<file path="config.mk">
export PLATFORM = sky130hd
export DESIGN_NAME = bfm_add_flat
export DESIGN_NICKNAME = d
export VERILOG_FILES = /design/src/rtl/bfm_add_pkg.sv /design/src/rtl/bfm_add_if.sv /design/src/rtl/bfm_add_alu.sv /design/src/rtl/bfm_add.sv /design/src/flat_wrapper.sv
export SDC_FILE = /design/constraint.sdc
export NUM_CORES = 1
export LEC_CHECK = 0
export ABC_AREA = 1
export CORE_UTILIZATION = 35
export CTS_CLUSTER_DIAMETER = 60
export DETAILED_ROUTE_END_ITERATION = 16
export GPL_TIMING_DRIVEN = 0
export PLACE_DENSITY_LB_ADDON = 0.25
export SYNTH_ARGS = -nofsm -noshare
export SYNTH_HDL_FRONTEND = slang
export SYNTH_SLANG_ARGS = --single-unit
</file>
<file path="constraint.sdc">
create_clock -name clk_i -period 1.4 [get_ports clk_i]
set_input_delay 0.28 -clock clk_i [delete_from_list [all_inputs] [get_ports clk_i]]
set_output_delay 0.28 -clock clk_i [all_outputs]
set_load 0.01 [all_outputs]
</file>
<file path="src/rtl/bfm_add_pkg.sv">
// Package for the bfm_add block.
// Purpose: shared widths and data types for the registered two-operand adder.
// Contents:
//   DEF_WIDTH - default operand/result width
//   data_t    - operand/result word at the default width
//   sum_t     - carry-extended sum at the default width
package bfm_add_pkg;

  localparam int DEF_WIDTH = 8;

  typedef logic [DEF_WIDTH-1:0] data_t;
  typedef logic [DEF_WIDTH:0]   sum_t;

endpackage

</file>
<file path="src/rtl/bfm_add_if.sv">
// Interface for the bfm_add block.
// Purpose: groups the operand pair and the result into one bus.
// Signals:
//   A_s, B_s - operands, driven by the stimulus side every clock
//   res_o    - registered sum, driven by the adder
// Modports:
//   master - stimulus side (drives operands, observes result)
//   slave  - adder side (samples operands, drives result)
interface bfm_add_if #(
  parameter int unsigned WIDTH = 8
);

  logic [WIDTH-1:0] A_s;
  logic [WIDTH-1:0] B_s;
  logic [WIDTH-1:0] res_o;

  modport master (
    output A_s,
    output B_s,
    input  res_o
  );

  modport slave (
    input  A_s,
    input  B_s,
    output res_o
  );

endinterface

</file>
<file path="src/rtl/bfm_add_alu.sv">
// Combinational adder core for bfm_add.
// Purpose: unsigned add of two WIDTH-bit operands in WIDTH+1 bits.
//   Default build wraps modulo 2^WIDTH; with BFM_ADD_SAT_EN defined an
//   overflow clamps the result to all ones.
// Ports:
//   a, b - unsigned operands
//   y    - WIDTH-bit result (wrapped or saturated)
// Configuration macro: BFM_ADD_SAT_EN
module bfm_add_alu
  import bfm_add_pkg::*;
#(
  parameter int unsigned WIDTH = DEF_WIDTH
) (
  input  logic [WIDTH-1:0] a,
  input  logic [WIDTH-1:0] b,
  output logic [WIDTH-1:0] y
);

  logic [WIDTH:0] w_sum;

  always_comb begin
    w_sum = {1'b0, a} + {1'b0, b};
`ifdef BFM_ADD_SAT_EN
    // Carry out means the true sum does not fit: clamp to the largest value.
    y = w_sum[WIDTH] ? {WIDTH{1'b1}} : w_sum[WIDTH-1:0];
`else
    y = w_sum[WIDTH-1:0];
`endif
  end

endmodule

</file>
<file path="src/rtl/bfm_add.sv">
// Top level of the registered adder behind the stimulus wrapper.
// Purpose: one operand pair per clock in, sum out after PIPE_STAGES clocks.
//   No handshake; every clock is a valid transaction. Output comes only
//   from registers.
// Ports:
//   clk_i   - clock, rising edge
//   reset_i - synchronous active-high reset, clears every pipeline stage
//   io_bus  - bfm_add_if slave: A_s, B_s in, res_o out
// Parameters:
//   WIDTH       - operand/result width
//   PIPE_STAGES - result register stages, 1 or 2
// Configuration macro: BFM_ADD_SAT_EN (saturating add, see bfm_add_alu)
module bfm_add
  import bfm_add_pkg::*;
#(
  parameter int unsigned WIDTH       = DEF_WIDTH,
  parameter int unsigned PIPE_STAGES = 1
) (
  input  logic       clk_i,
  input  logic       reset_i,
  bfm_add_if.slave   io_bus
);

  if ((PIPE_STAGES != 1) && (PIPE_STAGES != 2)) begin : g_bad_stages
    $error("bfm_add: PIPE_STAGES must be 1 or 2");
  end

  logic [WIDTH-1:0] w_sum;
  logic [WIDTH-1:0] r_pipe [PIPE_STAGES];

  bfm_add_alu #(
    .WIDTH (WIDTH)
  ) u_alu (
    .a (io_bus.A_s),
    .b (io_bus.B_s),
    .y (w_sum)
  );

  // Reset clears every stage so nothing issued before reset survives it.
  always_ff @(posedge clk_i) begin
    if (reset_i) begin
      for (int i = 0; i < int'(PIPE_STAGES); i++) begin
        r_pipe[i] <= '0;
      end
    end else begin
      r_pipe[0] <= w_sum;
      for (int i = 1; i < int'(PIPE_STAGES); i++) begin
        r_pipe[i] <= r_pipe[i-1];
      end
    end
  end

  assign io_bus.res_o = r_pipe[PIPE_STAGES-1];

endmodule

</file>
<file path="src/flat_wrapper.sv">
// flat-port wrapper written by rule: the top's interface ports become plain ports
module bfm_add_flat import bfm_add_pkg::*;
#(
  parameter int unsigned WIDTH       = DEF_WIDTH,
  parameter int unsigned PIPE_STAGES = 1
)
  (clk_i, reset_i, io_bus_A_s, io_bus_B_s, io_bus_res_o);
  bfm_add_if #(.WIDTH(WIDTH)) io_bus_i ();
  input  logic clk_i;
  input  logic reset_i;
  input wire logic [$bits(io_bus_i.A_s)-1:0] io_bus_A_s;
  input wire logic [$bits(io_bus_i.B_s)-1:0] io_bus_B_s;
  output wire logic [$bits(io_bus_i.res_o)-1:0] io_bus_res_o;
  assign io_bus_i.A_s = io_bus_A_s;
  assign io_bus_i.B_s = io_bus_B_s;
  assign io_bus_res_o = io_bus_i.res_o;
  bfm_add #(.WIDTH(WIDTH), .PIPE_STAGES(PIPE_STAGES)) u_core (.clk_i(clk_i), .reset_i(reset_i), .io_bus(io_bus_i));
endmodule
</file>
==> images/congestion_map.png <==
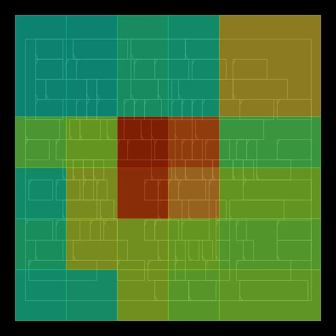
Most Crowded Layer GR: met2
Wirelength per Cell: 10.6 um
global-route met1 utilization: 15.7%
met2 global-route usage: 37.1%

==> images/clock_wires.png <==
Drawn at 6 px/um.
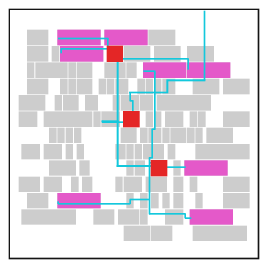
clock wires -> cyan  # length 155 um
flip-flops -> magenta  # count 8
clock-net drivers -> red  # count 3
routed clock nets = 4

==> images/closeup.png <==
Window x 16 to 41, y 16 to 41 um. Cells in grey, sequential cells in the stronger grey; small squares are vias.
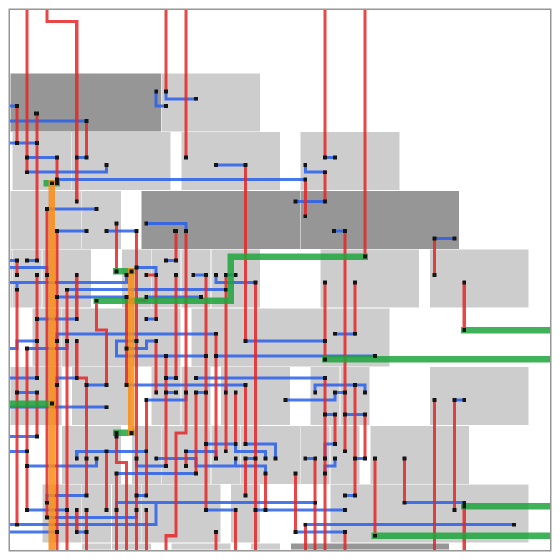
M4 -> orange
M2 -> red
M1 -> blue
M3 -> green
most frequent = nor2_1 (8), dlymetal6s2s_1 (8), nand2_1 (7)
cells with their middle in the window = 44
netlist names of flops here include = u_core.r_pipe (3)
sequential cells in the window = 3

==> images/gates.png <==
Drawn at 6 px/um.
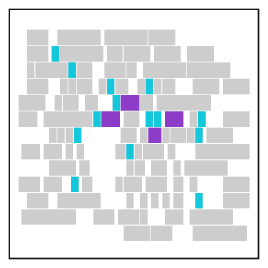
and/or cells -> purple  # cells 4, most used and2_4, where centre
nor cells -> cyan  # cells 14, most used nor2_1
multi-input combinational area share: 42.7%
highest-count logic cell in the final layout: nand2_1

==> flow_summary.ini <==
; flow metrics
[outcome]
outcome = finished, final reports clean

[logic_synthesis]
ys_sh_mux_pct = 0
top_cell_area_share_pct = 29.6
cell_types_occupying_the_most_area_after_synthesis = dfxtp_1 30%, ha_1 16%, nand2_1 13%
yosys_warnings = 0
asyncSetResetFlopFracSynth_pct = 0
adder_share_pct = 19.9
synth.lib_cells_used.distinct = 16
yosys-dominant-comb-family = simple AND/OR/NAND/NOR gates
mappedNetlistArea_um2 = 541
synth.avg_cell_area_um2 = 7.02
leading_cell_types_by_count_after_synthesis = 18 x nand2_1, 14 x nor2_1, 10 x inv_1, 8 x dfxtp_1, 7 x ha_1
synth.yosys.seq_area_share_pct = 29.6
post_synthesis_compound_gate_area_fraction_pct = 4.63
edf_count = 0

[drt]
via_per_inst = 4.89
route.vias.total = 601
number_of_remaining_drc_errors = 0
first_pass_iters = 4
routed-wl-met3_um = 77
total_met2_wirelength_after_detailed_routing_um = 704
m1WireLength_um = 502

[clock_tree]
cts_sinks = 8
ctsResizeCount = 15
htree_levels = 1
max-clock-path-buffers = 2
postCtsSetupRepairBufs = 1
tritoncts.num_buffers = 3

[power_and_ir_drop]
totalPowerFinal_mw = 0.732
internal_power_mw = 0.511
pg_seq_mw = 0.257
power_per_standard_cell_area_mw_per_mm2 = 772
p_sw_share_pct = 30.1
seq_power_share_pct = 35.2
ir_worst_vdd_mv = 0.478
switchingPower_mw = 0.221
power_frac_clock_pct = 25.7
comb_power_mw = 0.286
power_leakage_nw = 0.553
power-top-group = combinational logic

[final_timing]
finalClockPeriodUsage_pct = 98.2
timing.final.crit_period_ns = 1.37
drv_slew = 0
totalNegativeSetupSlack_ns = 0
finalWorstSetupSlack_ns = 0.0256
slew_headroom_pct = 86.3
report.final.hold_viol_count = 0

[cells_and_area]
layout_top_cells = 15 x nand2_1, 14 x nor2_1, 11 x dlymetal6s2s_1
filler_cell_count = 132
design_area_um2 = 948
largest_reg_flops = 8
nonClockInverterCount = 12
post-route-util_pct = 69.4
fraction_of_cell_area_in_non_clock_buffers_pct = 31.3
antenna-diode-count = 0
sequential_cell_total = 8
reg.largest.list = u_core.r_pipe x8
area.combinational_um2 = 405

[placed_design]
placement.io_buffers = 25
total_half_perimeter_wirelength_after_legalization_and_detailed_placement_um = 901
gpl.final_weighted_congestion = 0.715
postPlaceCellArea_um2 = 810
preCtsSetupSlack_ns = -0.591

[global_route]
gr_overflow_total = 0
grt_first_pass_wirelength_um = 1900
grt_start_max_net_pins = 7
initial_antenna_violation_count = 0
globalRouteTotalUtil_pct = 17.9
number_of_global_route_vias_before_repair = 499

[run]
max-cap-violations = 0

[die]
coreArea_mm2 = 0.00137
die.size.y_um = 41.3
ioPinCount = 26
floorplan.core_util_pct = 39.6
rows = 13

[hold_path]
min_to = u_core.r_pipe[0][0]
hold_path.startpoint = io_bus_B_s[0]
worst_hold_path.num_cells = 4

[worst_setup_path]
setup.worst_path.end = io_bus_res_o[7]
cpLargestDelayFamily = buffers and inverters
critPathKind = register to output port
critical_path.startpoint = u_core.r_pipe[0][7]
critical_path_s_largest_stage_delay_ns = 0.52
cp_num_cells = 1
cp_cell_sequence = clkdlybuf4s50_1
cp_data_required_time_ns = 1.12
start_kind = register
Power figures rest on the tool's default switching activity, not on a simulated workload.
